==> run_1/m1.png <==
Scale bar: 20 um. Cells faint in the background.
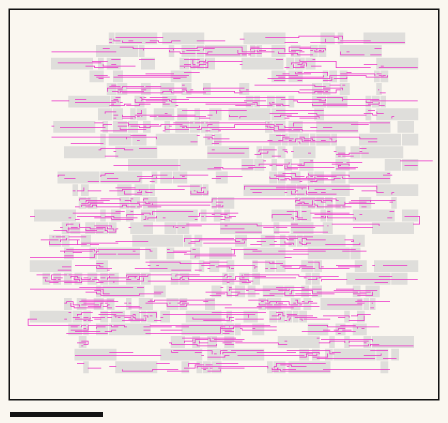
==> run_1/m2.png <==
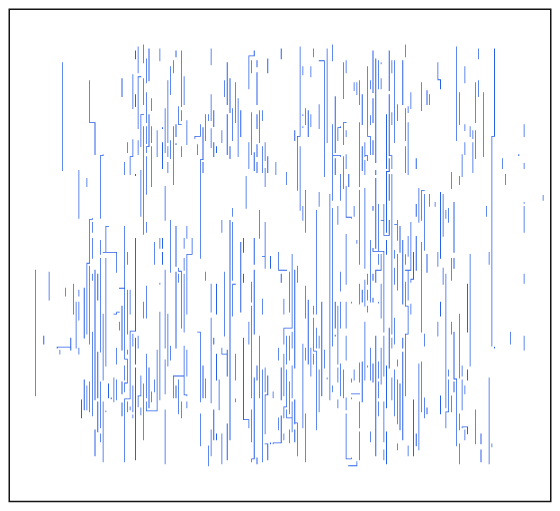
==> run_1/m3.png <==
Scale bar: 20 um.
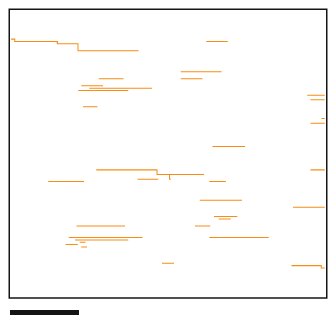
### src/rtl/button_reader_if.sv
// Push-button reader bus: the raw pin in, clean level and one-cycle events out.
interface button_reader_if;
  logic btn_in;
  logic btn_level;
  logic press_pulse;
  logic release_pulse;
  logic short_press;
  logic long_press;

  // Board/user side: drives the pin, consumes the events
  modport master (
    output btn_in,
    input  btn_level,
    input  press_pulse,
    input  release_pulse,
    input  short_press,
    input  long_press
  );

  // Reader side: samples the pin, produces the events
  modport slave (
    input  btn_in,
    output btn_level,
    output press_pulse,
    output release_pulse,
    output short_press,
    output long_press
  );
endinterface

### src/rtl/button_reader.sv
// Push-button reader: synchronises and debounces one raw pin, then emits
// registered one-cycle press/release events and classifies each press as
// short (released before LONG_CYCLES) or long (held for LONG_CYCLES).
module button_reader #(
  parameter int unsigned DEBOUNCE_CYCLES = 240000,
  parameter int unsigned LONG_CYCLES     = 24000000,
  parameter bit          ACTIVE_LOW      = 1'b1
) (
  input  logic           clk,
  input  logic           rst_n,
  button_reader_if.slave bus
);

  localparam int unsigned DEB_W  = $clog2(DEBOUNCE_CYCLES + 1);
  localparam int unsigned HOLD_W = $clog2(LONG_CYCLES + 1);

  localparam logic [DEB_W-1:0]  DEB_LAST  = DEB_W'(DEBOUNCE_CYCLES - 1);
  localparam logic [DEB_W-1:0]  DEB_MAX   = DEB_W'(DEBOUNCE_CYCLES);
  localparam logic [HOLD_W-1:0] HOLD_LAST = HOLD_W'(LONG_CYCLES - 1);
  localparam logic [HOLD_W-1:0] HOLD_MAX  = HOLD_W'(LONG_CYCLES);

  // Pin level while the button is not pressed
  localparam logic PIN_RELEASED = ACTIVE_LOW;

  typedef enum logic [2:0] {
    IDLE,
    DEB_P,
    HELD,
    LONG,
    DEB_R
  } state_t;

  logic [1:0]        sync_q;
  logic              s;
  state_t            state_q,     state_d;
  logic [DEB_W-1:0]  deb_cnt_q,   deb_cnt_d;
  logic [HOLD_W-1:0] hold_cnt_q,  hold_cnt_d;
  logic              long_flag_q, long_flag_d;
  logic              level_q,     level_d;
  logic              press_q,     press_d;
  logic              release_q,   release_d;
  logic              short_q,     short_d;
  logic              long_q,      long_d;
  logic [DEB_W-1:0]  deb_inc;
  logic [HOLD_W-1:0] hold_inc;

  // Two-flop synchroniser, preset to the released pin level
  always_ff @(posedge clk or negedge rst_n) begin
    if (!rst_n) begin
      sync_q <= {2{PIN_RELEASED}};
    end else begin
      sync_q <= {sync_q[0], bus.btn_in};
    end
  end

  // Normalised pressed indicator
  assign s = sync_q[1] ^ PIN_RELEASED;

  // Saturating increments so neither counter can wrap
  assign deb_inc  = (deb_cnt_q  == DEB_MAX)  ? deb_cnt_q  : deb_cnt_q  + DEB_W'(1);
  assign hold_inc = (hold_cnt_q == HOLD_MAX) ? hold_cnt_q : hold_cnt_q + HOLD_W'(1);

  // State, counter and output registers
  always_ff @(posedge clk or negedge rst_n) begin
    if (!rst_n) begin
      state_q     <= IDLE;
      deb_cnt_q   <= '0;
      hold_cnt_q  <= '0;
      long_flag_q <= 1'b0;
      level_q     <= 1'b0;
      press_q     <= 1'b0;
      release_q   <= 1'b0;
      short_q     <= 1'b0;
      long_q      <= 1'b0;
    end else begin
      state_q     <= state_d;
      deb_cnt_q   <= deb_cnt_d;
      hold_cnt_q  <= hold_cnt_d;
      long_flag_q <= long_flag_d;
      level_q     <= level_d;
      press_q     <= press_d;
      release_q   <= release_d;
      short_q     <= short_d;
      long_q      <= long_d;
    end
  end

  // Debounce / hold classification next-state and event logic
  always_comb begin
    state_d     = state_q;
    deb_cnt_d   = deb_cnt_q;
    hold_cnt_d  = hold_cnt_q;
    long_flag_d = long_flag_q;
    level_d     = level_q;
    press_d     = 1'b0;
    release_d   = 1'b0;
    short_d     = 1'b0;
    long_d      = 1'b0;

    unique case (state_q)
      IDLE: begin
        if (s) begin
          state_d   = DEB_P;
          deb_cnt_d = DEB_W'(1);
        end
      end

      DEB_P: begin
        if (!s) begin
          state_d = IDLE;
        end else if (deb_cnt_q == DEB_LAST) begin
          state_d     = HELD;
          press_d     = 1'b1;
          level_d     = 1'b1;
          hold_cnt_d  = '0;
          long_flag_d = 1'b0;
        end else begin
          deb_cnt_d = deb_inc;
        end
      end

      HELD: begin
        // Long threshold wins the event even if the pin falls this cycle
        if (hold_cnt_q == HOLD_LAST) begin
          state_d     = LONG;
          long_d      = 1'b1;
          long_flag_d = 1'b1;
        end
        if (!s) begin
          state_d   = DEB_R;
          deb_cnt_d = DEB_W'(1);
        end else begin
          hold_cnt_d = hold_inc;
        end
      end

      LONG: begin
        if (!s) begin
          state_d   = DEB_R;
          deb_cnt_d = DEB_W'(1);
        end else begin
          hold_cnt_d = hold_inc;
        end
      end

      DEB_R: begin
        // Release bounce returns to the held state without a new press event
        if (s) begin
          state_d = long_flag_q ? LONG : HELD;
        end else if (deb_cnt_q == DEB_LAST) begin
          state_d   = IDLE;
          release_d = 1'b1;
          level_d   = 1'b0;
          short_d   = !long_flag_q;
        end else begin
          deb_cnt_d = deb_inc;
        end
      end

      default: begin
        state_d = IDLE;
      end
    endcase
  end

  assign bus.btn_level     = level_q;
  assign bus.press_pulse   = press_q;
  assign bus.release_pulse = release_q;
  assign bus.short_press   = short_q;
  assign bus.long_press    = long_q;

endmodule

### src/flat_wrapper.sv
// flat-port wrapper written by rule: the top's interface ports become plain ports
module button_reader_flat 
#(
  parameter int unsigned DEBOUNCE_CYCLES = 240000,
  parameter int unsigned LONG_CYCLES     = 24000000,
  parameter bit          ACTIVE_LOW      = 1'b1
)
  (clk, rst_n, bus_btn_in, bus_btn_level, bus_press_pulse, bus_release_pulse, bus_short_press, bus_long_press);
  button_reader_if bus_i ();
  input  logic clk;
  input  logic rst_n;
  input wire logic [$bits(bus_i.btn_in)-1:0] bus_btn_in;
  output wire logic [$bits(bus_i.btn_level)-1:0] bus_btn_level;
  output wire logic [$bits(bus_i.press_pulse)-1:0] bus_press_pulse;
  output wire logic [$bits(bus_i.release_pulse)-1:0] bus_release_pulse;
  output wire logic [$bits(bus_i.short_press)-1:0] bus_short_press;
  output wire logic [$bits(bus_i.long_press)-1:0] bus_long_press;
  assign bus_i.btn_in = bus_btn_in;
  assign bus_btn_level = bus_i.btn_level;
  assign bus_press_pulse = bus_i.press_pulse;
  assign bus_release_pulse = bus_i.release_pulse;
  assign bus_short_press = bus_i.short_press;
  assign bus_long_press = bus_i.long_press;
  button_reader #(.DEBOUNCE_CYCLES(DEBOUNCE_CYCLES), .LONG_CYCLES(LONG_CYCLES), .ACTIVE_LOW(ACTIVE_LOW)) u_core (.clk(clk), .rst_n(rst_n), .bus(bus_i));
endmodule
### config.mk
export PLATFORM = sky130hd
export DESIGN_NAME = button_reader_flat
export DESIGN_NICKNAME = d
export VERILOG_FILES = /design/src/rtl/button_reader_if.sv /design/src/rtl/button_reader.sv /design/src/flat_wrapper.sv
export SDC_FILE = /design/constraint.sdc
export NUM_CORES = 1
export LEC_CHECK = 0
export ABC_AREA = 0
export CORE_ASPECT_RATIO = 0.9
export CORE_MARGIN = 4
export CORE_UTILIZATION = 48
export DETAILED_ROUTE_END_ITERATION = 10
export RECOVER_POWER = 100
export SLEW_MARGIN = 10
export SYNTH_ARGS = -nofsm -noshare
export SYNTH_HDL_FRONTEND = slang
export SYNTH_SLANG_ARGS = --single-unit
### constraint.sdc
create_clock -name clk -period 2.6 [get_ports clk]
set_clock_uncertainty 0.15 [all_clocks]
set_input_delay 0.65 -clock clk [delete_from_list [all_inputs] [get_ports clk]]
set_output_delay 0.65 -clock clk [all_outputs]
set_load 0.02 [all_outputs]
==> impl_metrics.yaml, run 1 <==
# yosys + openroad results
cts:
  clock_path_buffers: 2
  clkSlewWorstSetupHoldPaths_ns: 0.10
  numCtsBuffers: 5
  cts_tree: "done"
  ctsHoldBuffers: 0
  insertion_delay_ns: 0.31
  cts_resized: 0
logic_synthesis:
  ys_cells: 341
  post-synth-top-area-fraction: 0.427
  ys_types: 48
  synthTopCellsByCount: "52 x dfrtp_1, 29 x nor2_1, 28 x nand2_1"
  async_flop_share: 1.00
  ys_seq_frac: 0.444
  avgSynthCellArea_sq_um: 8.95
  ys.warnings.count: 0
  synth-edff-count: 0
  synthCells: 341
  floorplan.nets: 348
  ys_ff: 54
  top_cells_by_area: "dfrtp_1 43%, nand3_1 4.3%, xor2_1 3.7%"
worst_setup_path:
  slowest_stage: "dfrtp_1"
  ff2ff_path_depth: 7
  path_max_fanout: 12
  r2r_start: "u_core.state_q[2]"
  crit_arrival_ns: 2.43
  worstSetupPathType: "reg2reg"
  reg2reg_to: "u_core.deb_cnt_q[11]"
  reg2reg_slack_ns: 0.21
  end_kind: "flop"
  cp_data_required_time_ns: 2.64
power_and_ir_drop:
  peakVddDrop_v: 0.000240
  p_clk_w: 0.000690
  clkPwrFrac: 0.427
  p_seq_frac: 0.532
  power_leader: "registers"
  power_w: 0.00162
  swShare: 0.210
  p_comb_frac: 0.042
drt:
  dr.first_iter.drc_count: 129
  drcViolationCount: 0
  met1_length_um: 3530
  wirelength_um: 6840
  dr_wl_met3_um: 314
  via_per_inst: 5.91
  wl_per_cell_um: 15.9
  highest_layer: "met4"
  antenna_left: 0
  vias: 2548
sta:
  hold_viol: 0
  tightest_slew_ns: 1.34
  fmax_mhz: 419
  fin_setup_tns_ns: 0
  slew_headroom: 0.104
  rsz0062_at_grt: "no"
  fin_ws_ns: 0.211
  setup_viol: 0
  final.min_clock_period_ns: 2.39
  slew_viol_final: 0
global_route:
  grt_max_degree: 55
  grt_pass1_wl_um: 12100
  antenna_found_initial: 0
  grt_pass1_vias: 2456
layout:
  area_growth_pct: 9.02
  fillCellCount: 595
  fin_area_sq_um: 3330
  final-comb-area_sq_um: 1550
  finalNonFillerCells: 431
  nNetsFinal: 350
  lay_top_count: "dfrtp_1"
  regArea_sq_um: 1350
  layout-drive-gt1-share: 0.0698
hold_path:
  min_from: "u_core.sync_q[0]"
  hp-class: "reg2reg"
  hold_depth: 0
  hold_end: "u_core.sync_q[1]"
flow_run:
  maxCapViolCount: 0
floorplanning:
  ios: 8
  fp-utilization: 0.496
  num_rows: 27
  die_w_um: 92.0
  chip_area_sq_um: 7700
  die_y_um: 83.6
place:
  io_buffers: 7
  gp_congestion: 0.812
  dp_hpwl_um: 4570
outcome:
  outcome: "finished clean"
Notes on m1.png above:
- nets with wire on the layer: 315
- share of all routed wire: 52%

Notes on m2.png above:
- longest straight run: 37.4 um
- main direction: vertical
- nets with wire on the layer: 276
- wire length on this layer: 2940 um

Notes on m3.png above:
- wire length on this layer: 315 um
- longest straight run: 21.2 um
- nets with wire on the layer: 27
- share of all routed wire: 4.6%

## run 1: cell families (layout without fill, tap and decap cells)
kind of cell | count (synthesis) | after routing | synth area share
AND-OR/OR-AND | 69 | 69 | 0.139
XOR/XNOR | 13 | 13 | 0.0373
adder cells (fa/ha/maj) | 4 | 4 | 0.0164
buffers and inverters | 31 | 34 | 0.0496
flip-flops | 54 | 54 | 0.444
multiplexers | 1 | 1 | 0.00328
AND/OR/NAND/NOR | 169 | 169 | 0.310
## run 1: worst max-delay path: cells and delay by family, from the launching register on
kind	cells	cell delay (ns)
xor gates and xnor gates	1	0.16
AOI/OAI and AO/OA	1	0.11
and+or+nand+nor	4	1.00
DFF	1	0.54
buffers and inverters	1	0.31
## run 1: flip-flops by register name (all words and copies together), names as in the netlist
name,count
u_core.hold_cnt_q,25
u_core.deb_cnt_q,18
u_core.state_q,3
u_core.sync_q,2
u_core.bus.btn_level,1
u_core.bus.long_press,1
u_core.bus.press_pulse,1
u_core.bus.release_pulse,1
u_core.bus.short_press,1
u_core.long_flag_q,1
## run 1: layer usage
layer | up-vias | global-route usage
met3 | 4 | 0.0316
li1 | 1250 | -
met4 | 0 | 0.0499
met5 | - | 0
met1 | 1237 | 0.283
met2 | 57 | 0.286
## run 1: through the flow
step / hold WS (ns) / util
2_1_floorplan: 0.195 / -
3_3_place_gp: 0.201 / 0.521
3_5_place_dp: 0.202 / 0.521
4_1_cts: 0.174 / 0.544
5_1_grt: 0.227 / 0.541
6_report: 0.215 / 0.541
## run 1: cell type report
cell class	instances	share of cell area
repair buffers	19	0.0448
well taps	87	0.0327
flip-flops and latches	54	0.407
inverters	7	0.00790
multi-input cells	256	0.465
clock buffers	6	0.0248
clock inverters	2	0.0181
## Run 2: what changed since run 1
--- a/config.mk
+++ b/config.mk
@@ -8,7 +8,7 @@
 export ABC_AREA = 0
 export CORE_ASPECT_RATIO = 0.9
 export CORE_MARGIN = 4
-export CORE_UTILIZATION = 48
+export CORE_UTILIZATION = 40
 export DETAILED_ROUTE_END_ITERATION = 10
 export RECOVER_POWER = 100
 export SLEW_MARGIN = 10
==> run_2/m2.png <==
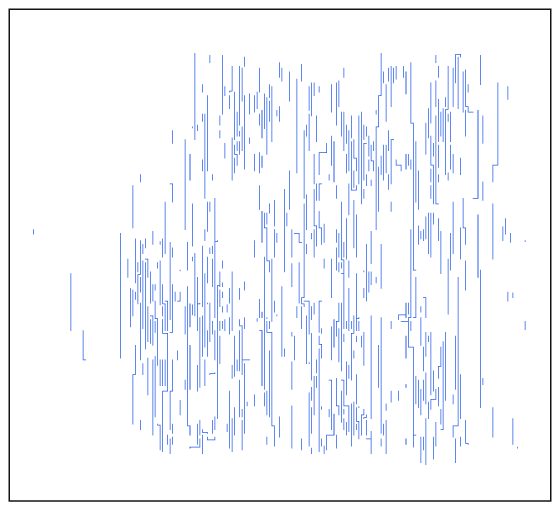
- longest straight run: 27.5 um
- main direction: vertical
- wire length on this layer: 2790 um
- nets with wire on the layer: 266

==> run 2 against run 1 <==
- the flow now finishes with violations (capacitance limit, slew limit)
- register-to-register slack improved by 0.08 ns
- combinational power increased by 2%
- utilization decreased by 7.9 points
- critical path depth unchanged
- cell count increased by 0.93%
- critical endpoint is now u_core.deb_cnt_q[6]
- largest cell class unchanged
==> impl_metrics.yaml, run 2 <==
# yosys + openroad results
flow_run:
  maxCapViolCount: 1
logic_synthesis:
  muxShareOfSynthArea: 0.00328
  avgSynthCellArea_sq_um: 8.95
  ys.warnings.count: 0
  top_cells_by_area: "dfrtp_1 43%, nand3_1 4.3%, xor2_1 3.7%"
  post-synth-top-area-fraction: 0.427
  synthAoiAreaFrac: 0.139
  adder_share: 0.0164
  xor_area_frac: 0.0373
  synth-edff-count: 0
  ys_ff: 54
cts:
  cts_tree: "done"
  clkSlewWorstSetupHoldPaths_ns: 0.10
  clock_path_buffers: 2
  numCtsBuffers: 5
  cts_resized: 0
  insertion_delay_ns: 0.30
place:
  gp_congestion: 0.852
  io_buffers: 7
  dp_hpwl_um: 4740
worst_setup_path:
  r2r_start: "u_core.state_q[2]"
  path_max_fanout: 12
  end_kind: "flop"
  worstSetupPathType: "reg2reg"
  reg2reg_to: "u_core.deb_cnt_q[6]"
  cp_data_required_time_ns: 2.65
  ff2ff_path_depth: 7
global_route:
  grt_pass1_wl_um: 11700
  grt_pass1_vias: 2351
  antenna_found_initial: 0
floorplanning:
  ios: 8
  die_w_um: 100
  die_y_um: 90.8
sta:
  whs_ns: 0.209
  tightest_slew_ns: 1.55
  rsz0062_at_grt: "no"
  slew_viol_final: 26
  fin_ws_ns: 0.289
  fmax_mhz: 433
  final.min_clock_period_ns: 2.31
  slew_headroom: -0.0318
layout:
  area_growth_pct: 9.23
  nNetsFinal: 348
  finalNonFillerCells: 435
  max_flop_register: "u_core.hold_cnt_q"
  top_regs: "u_core.hold_cnt_q x25, u_core.deb_cnt_q x18, u_core.state_q x3"
  fillCellCount: 681
  final_util: 0.461
  largest_register_ffs: 25
drt:
  vias: 2490
  via_per_inst: 5.72
  wirelength_um: 6530
  highest_layer: "met4"
  antenna_left: 0
  drcViolationCount: 0
outcome:
  outcome: "finished with violations"
  violations: "capacitance limit, slew limit"
hold_path:
  hp-class: "reg2reg"
power_and_ir_drop:
  power_w: 0.00160
==> run_2/m3.png <==
Scale bar: 20 um.
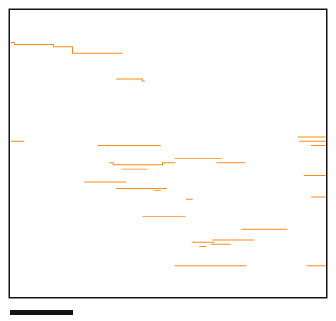
- share of all routed wire: 4.2%
- nets with wire on the layer: 22

[run 2: cell count changes in the layout (fill, tap and decap cells not counted), sizes merged]
cell	previous run	this run
buf	11	9
[run 2: worst min-delay path by stage]
| stage | startpoint | to | slack [ns] |
|---|---|---|---|
| 6_report | u_core.sync_q[0] | u_core.sync_q[1] | 0.21 |
| 5_1_grt | u_core.sync_q[0] | u_core.sync_q[1] | 0.21 |
| 4_1_cts | u_core.sync_q[0] | u_core.sync_q[1] | 0.21 |
| 3_5_place_dp | u_core.sync_q[0] | u_core.sync_q[1] | 0.20 |
| 3_3_place_gp | u_core.sync_q[0] | u_core.sync_q[1] | 0.20 |
| 2_1_floorplan | rst_n | u_core.bus.btn_level | 0.20 |
[run 2: cell type report]
cell class / instances / area, sq um / share of cell area
multi-input cells: 256 / 1550 / 0.464
clock inverters: 2 / 60.1 / 0.0180
inverters: 7 / 26.3 / 0.00789
well taps: 93 / 116 / 0.0349
clock buffers: 6 / 82.6 / 0.0248
repair buffers: 17 / 148 / 0.0443
flip-flops and latches: 54 / 1350 / 0.406
[run 2: routing by layer]
metal | up-vias | GRT usage
met5 | - | 0
li1 | 1252 | -
met3 | 2 | 0.0270
met1 | 1195 | 0.244
met4 | 0 | 0.0303
met2 | 41 | 0.220
[run 2: critical path, stage by stage (launching register included)]
cell      delay (ns)
dfrtp_1         0.52
or2_1           0.39
o21ai_0         0.11
and2_1          0.38
clkbuf_1        0.30
nand4_1         0.15
xor2_1          0.16
nor2_1          0.06
[run 2: power by group]
part	switching (W)	internal, W
combinational	0.0000473	0.0000214
sequential	0.0000112	0.000848
clock	0.000265	0.000411
Power and IR drop assume default switching activity.
